==> images/sizes.png <==
The bar under the picture is 20 um long.
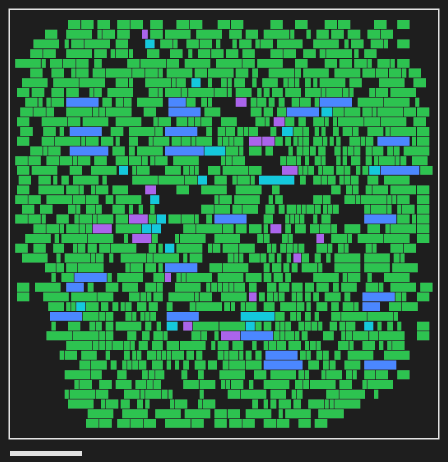
==> images/metal_density.png <==
The die is cut into 24 by 24 equal tiles; dark blue is low, red is high, scaled to the fullest tile. Values are wire area over tile area, all layers added.
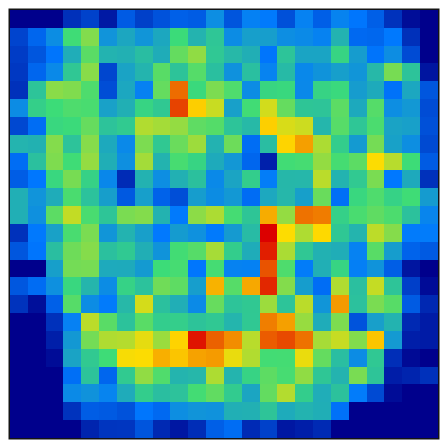
==> images/flops_by_reg.png <==
The bar under the picture is 20 um long. Other sequential cells in the stronger gray, the rest of the logic in the fainter gray.
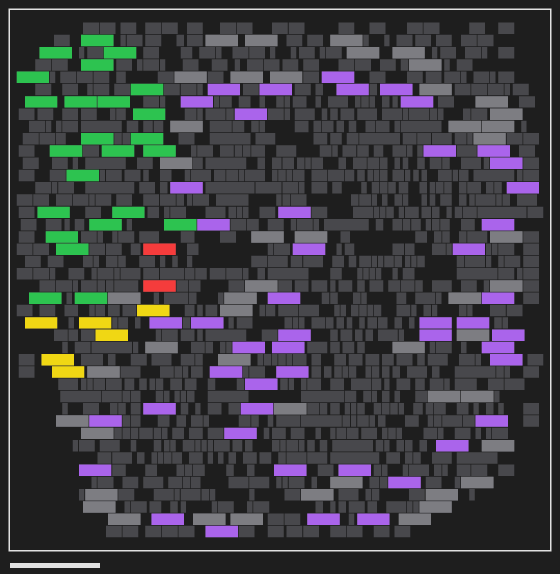
### src/rtl/mult_pkg.sv
// Shared types and bounds for the shift-add multiplier.
// Holds the FSM state encoding and the legal WIDTH range.
package mult_pkg;

  typedef enum logic [1:0] {
    IDLE = 2'd0,
    LOAD = 2'd1,
    CALC = 2'd2,
    DONE = 2'd3
  } state_t;

  localparam int WIDTH_MIN = 2;
  localparam int WIDTH_MAX = 32;

endpackage

### src/rtl/mult_ctrl.sv
// Control FSM and iteration counter for the shift-add multiplier.
// Ports: clk, reset (sync, active-low), start, lsb (qreg[0]),
// zero (shifted qreg is zero); strobes load, add_en, shift, out_en;
// busy.
module mult_ctrl
  import mult_pkg::*;
#(
  parameter int WIDTH      = 24,
  parameter int EARLY_EXIT = 1
) (
  input  logic clk,
  input  logic reset,
  input  logic start,
  input  logic lsb,
  input  logic zero,
  output logic load,
  output logic add_en,
  output logic shift,
  output logic out_en,
  output logic busy
);

  localparam int CW = $clog2(WIDTH) + 1;

  state_t        state;
  state_t        nxt;
  logic [CW-1:0] count;
  logic          last;

  always_ff @(posedge clk) begin
    if (!reset) begin
      state <= IDLE;
      count <= '0;
    end else begin
      state <= nxt;
      if (load)
        count <= '0;
      else if (shift)
        count <= count + CW'(1);
    end
  end

  // last CALC cycle: this shift empties the multiplier
  // (early exit only) or this is iteration WIDTH
  always_comb begin
    last = (count == CW'(WIDTH - 1));
    if (EARLY_EXIT != 0 && zero)
      last = 1'b1;
  end

  always_comb begin
    nxt    = state;
    load   = 1'b0;
    add_en = 1'b0;
    shift  = 1'b0;
    out_en = 1'b0;
    unique case (state)
      IDLE: begin
        if (start)
          nxt = LOAD;
      end
      LOAD: begin
        load = 1'b1;
        nxt  = CALC;
      end
      CALC: begin
        shift  = 1'b1;
        add_en = lsb;
        if (last)
          nxt = DONE;
      end
      DONE: begin
        out_en = 1'b1;
        nxt    = IDLE;
      end
      default: nxt = IDLE;
    endcase
  end

  assign busy = (state != IDLE);

endmodule

### src/rtl/shift_add_mult.sv
// Sequential unsigned shift-and-add multiplier.
// Ports: clk, reset (sync, active-low), start, a, b in;
// product (2*WIDTH), busy, done (one-cycle pulse) out.
module shift_add_mult
  import mult_pkg::*;
#(
  parameter int WIDTH      = 24,
  parameter int EARLY_EXIT = 1
) (
  input  logic               clk,
  input  logic               reset,
  input  logic               start,
  input  logic [WIDTH-1:0]   a,
  input  logic [WIDTH-1:0]   b,
  output logic [2*WIDTH-1:0] product,
  output logic               busy,
  output logic               done
);

  generate
    if (WIDTH < WIDTH_MIN || WIDTH > WIDTH_MAX) begin : g_bad_width
      $error("shift_add_mult: WIDTH out of range");
    end
  endgenerate

  logic [2*WIDTH-1:0] mreg;
  logic [WIDTH-1:0]   qreg;
  logic               load;
  logic               add_en;
  logic               shift;
  logic               out_en;
  logic               zero;

  assign zero = ((qreg >> 1) == '0);

  mult_ctrl #(
    .WIDTH      (WIDTH),
    .EARLY_EXIT (EARLY_EXIT)
  ) u_ctrl (
    .clk    (clk),
    .reset  (reset),
    .start  (start),
    .lsb    (qreg[0]),
    .zero   (zero),
    .load   (load),
    .add_en (add_en),
    .shift  (shift),
    .out_en (out_en),
    .busy   (busy)
  );

  always_ff @(posedge clk) begin
    if (!reset) begin
      mreg    <= '0;
      qreg    <= '0;
      product <= '0;
    end else if (load) begin
      mreg    <= {{WIDTH{1'b0}}, a};
      qreg    <= b;
      product <= '0;
    end else if (shift) begin
      if (add_en)
        product <= product + mreg;
      mreg <= mreg << 1;
      qreg <= qreg >> 1;
    end
  end

  assign done = out_en;

endmodule

### config.mk
export PLATFORM = sky130hd
export DESIGN_NAME = shift_add_mult
export DESIGN_NICKNAME = d
export VERILOG_FILES = /design/src/rtl/mult_pkg.sv /design/src/rtl/mult_ctrl.sv /design/src/rtl/shift_add_mult.sv
export SDC_FILE = /design/constraint.sdc
export NUM_CORES = 1
export LEC_CHECK = 0
export CAP_MARGIN = 20
export CORE_MARGIN = 1
export CORE_UTILIZATION = 55
export CTS_CLUSTER_DIAMETER = 60
export DETAILED_ROUTE_END_ITERATION = 12
export PLACE_DENSITY = 0.78
export SETUP_SLACK_MARGIN = 0.3
export SYNTH_ARGS = -nofsm -noshare
export SYNTH_HDL_FRONTEND = slang
export SYNTH_SLANG_ARGS = --single-unit
export TNS_END_PERCENT = 100
### constraint.sdc
create_clock -name clk -period 3.75 [get_ports clk]
set_input_delay 0.75 -clock clk [delete_from_list [all_inputs] [get_ports clk]]
set_output_delay 0.75 -clock clk [all_outputs]
set_load 0.01 [all_outputs]
==> results.py <==
# Auto-generated metrics
metrics = {
    "synthesis": {
        "ys_cells": 904,
        "logic_family": "AND-OR/OR-AND gates",
        "xor_area_share_pct": 4.83,
        "avgSynthCellArea_um2": 8.42,
        "edf_count": 0,
        "ys_sh_mux_pct": 9.47,
        "simple_gate_share_pct": 17.2,
        "flop_cell": "dfxtp_1",
        "numSynthFlops": 128,
        "fa_ha_area_share_pct": 8.98,
        "yosysWarningCount": 0,
    },
    "clock_tree": {
        "cts_max_level": 4,
        "hold_buffers": 0,
        "post_cts_resized": 0,
        "cts_num_sinks": 128,
        "postCtsSetupBuffers": 0,
        "clk_latency_ns": 0.42,
        "clock-root-buffer": "clkbuf_16",
        "clkTransAtPathRegs_ns": 0.06,
    },
    "drt": {
        "vias_per_cell": 5.86,
        "drt_iter0_markers": 408,
        "drt_wl_total_mm": 18.8,
        "drc": 0,
        "num_vias": 6857,
    },
    "power_and_ir_drop": {
        "power.internal_mw": 3.50,
        "pwr-share-comb_pct": 34.1,
        "power_leader": "combinational logic",
        "seq-power_mw": 1.71,
        "ir_worst_vdd_v": 0.000472,
        "p_clk_share_pct": 33.6,
        "power_frac_seq_pct": 32.3,
        "pg_comb_mw": 1.81,
        "powerDensity_nw_per_um2": 568,
    },
    "cells_and_area": {
        "final_core_util_pct": 70.0,
        "fillers": 1113,
        "drive_gt1_share_pct": 6.04,
        "final-nonclk-buf-share_pct": 11.4,
        "combAreaFraction_pct": 51.6,
        "logic_area_um2": 4820,
    },
    "worst_hold_path": {
        "hold_start": "product[4]$_SDFFE_PP0P_",
        "hold_end": "product[4]$_SDFFE_PP0P_",
    },
    "worst_setup_path": {
        "crit_path_cell_trace": "ha_1 -> fa_1 -> a21o_1 -> nand4_1 -> a21bo_2 -> o211ai_2 -> a21oi_2 -> a21o_1 -> o21ai_1 -> a311o_1 -> a221o_1",
        "startpoint": "product[0]$_SDFFE_PP0P_",
        "r2r_slack_ns": 0.70,
        "ff2ff_path_depth": 11,
        "endpoint": "product[40]$_SDFFE_PP0P_",
        "r2r-start": "product[0]$_SDFFE_PP0P_",
        "worst_setup_path_start_kind": "register",
    },
    "floorplan": {
        "initial_core_util_pct": 57.0,
        "dieArea_um2": 14300,
        "rows": 42,
        "ios": 101,
    },
    "final_timing": {
        "finalCriticalPeriod_ns": 3.05,
        "maxSlewViolCount": 0,
        "hold_violations": 0,
        "setup_viol": 0,
    },
    "place": {
        "dp_hpwl_mm": 13.0,
        "port_buffers": 100,
        "finalWeightedCongestion": 0.897,
    },
    "grt": {
        "antenna_found_initial": 0,
    },
    "outcome": {
        "status": "finished clean",
    },
}
## Picture notes: sizes.png
| size | color | cells | share |
|---|---|---|---|
| _3 and _4 cells | cyan | 19 | 1.9% |
| _2 cells | purple | 17 | 1.7% |
| _0 and _1 cells | green | 934 | 94% |
| _6 and larger | blue | 24 | 2.4% |

## Picture notes: metal_density.png
nearly empty tiles: 7.3%
emptiest ninth of the die: bottom left
fullest tile: 0.55

## Picture notes: flops_by_reg.png
| signal | color | sequential cells |
|---|---|---|
| qreg | green | 24 |
| u_ctrl.state | red | 2 |
| u_ctrl.count | yellow | 6 |
| product | purple | 48 |
not colored: 48

-- sequential cells by signal (all words and copies together) (netlist names) --
signal        cells
mreg             48
product          48
qreg             24
u_ctrl.count      6
u_ctrl.state      2
-- per-layer routing --
metal,share of wire (%),GRT usage [%],up-vias,wire length [um]
met4,2.7,11.0,0,499
met5,0,0,-,0
met2,47,43.2,176,8760
met3,4.7,6.61,34,885
met1,46,33.5,3236,8650
li1,-,-,3411,-
-- cells in the mapped netlist, types with 13 or more instances --
library cell    n
nand3_1        16
nand2_1       157
a21o_1         13
mux2i_1        72
a21oi_1        87
dfxtp_1       128
ha_1           53
clkbuf_1       38
nand4_1        13
o211a_1        46
xor2_1         20
xnor2_1        22
nor2_1         65
o21ai_0        36
No activity file was given, so power comes from the tool's default toggle rates.
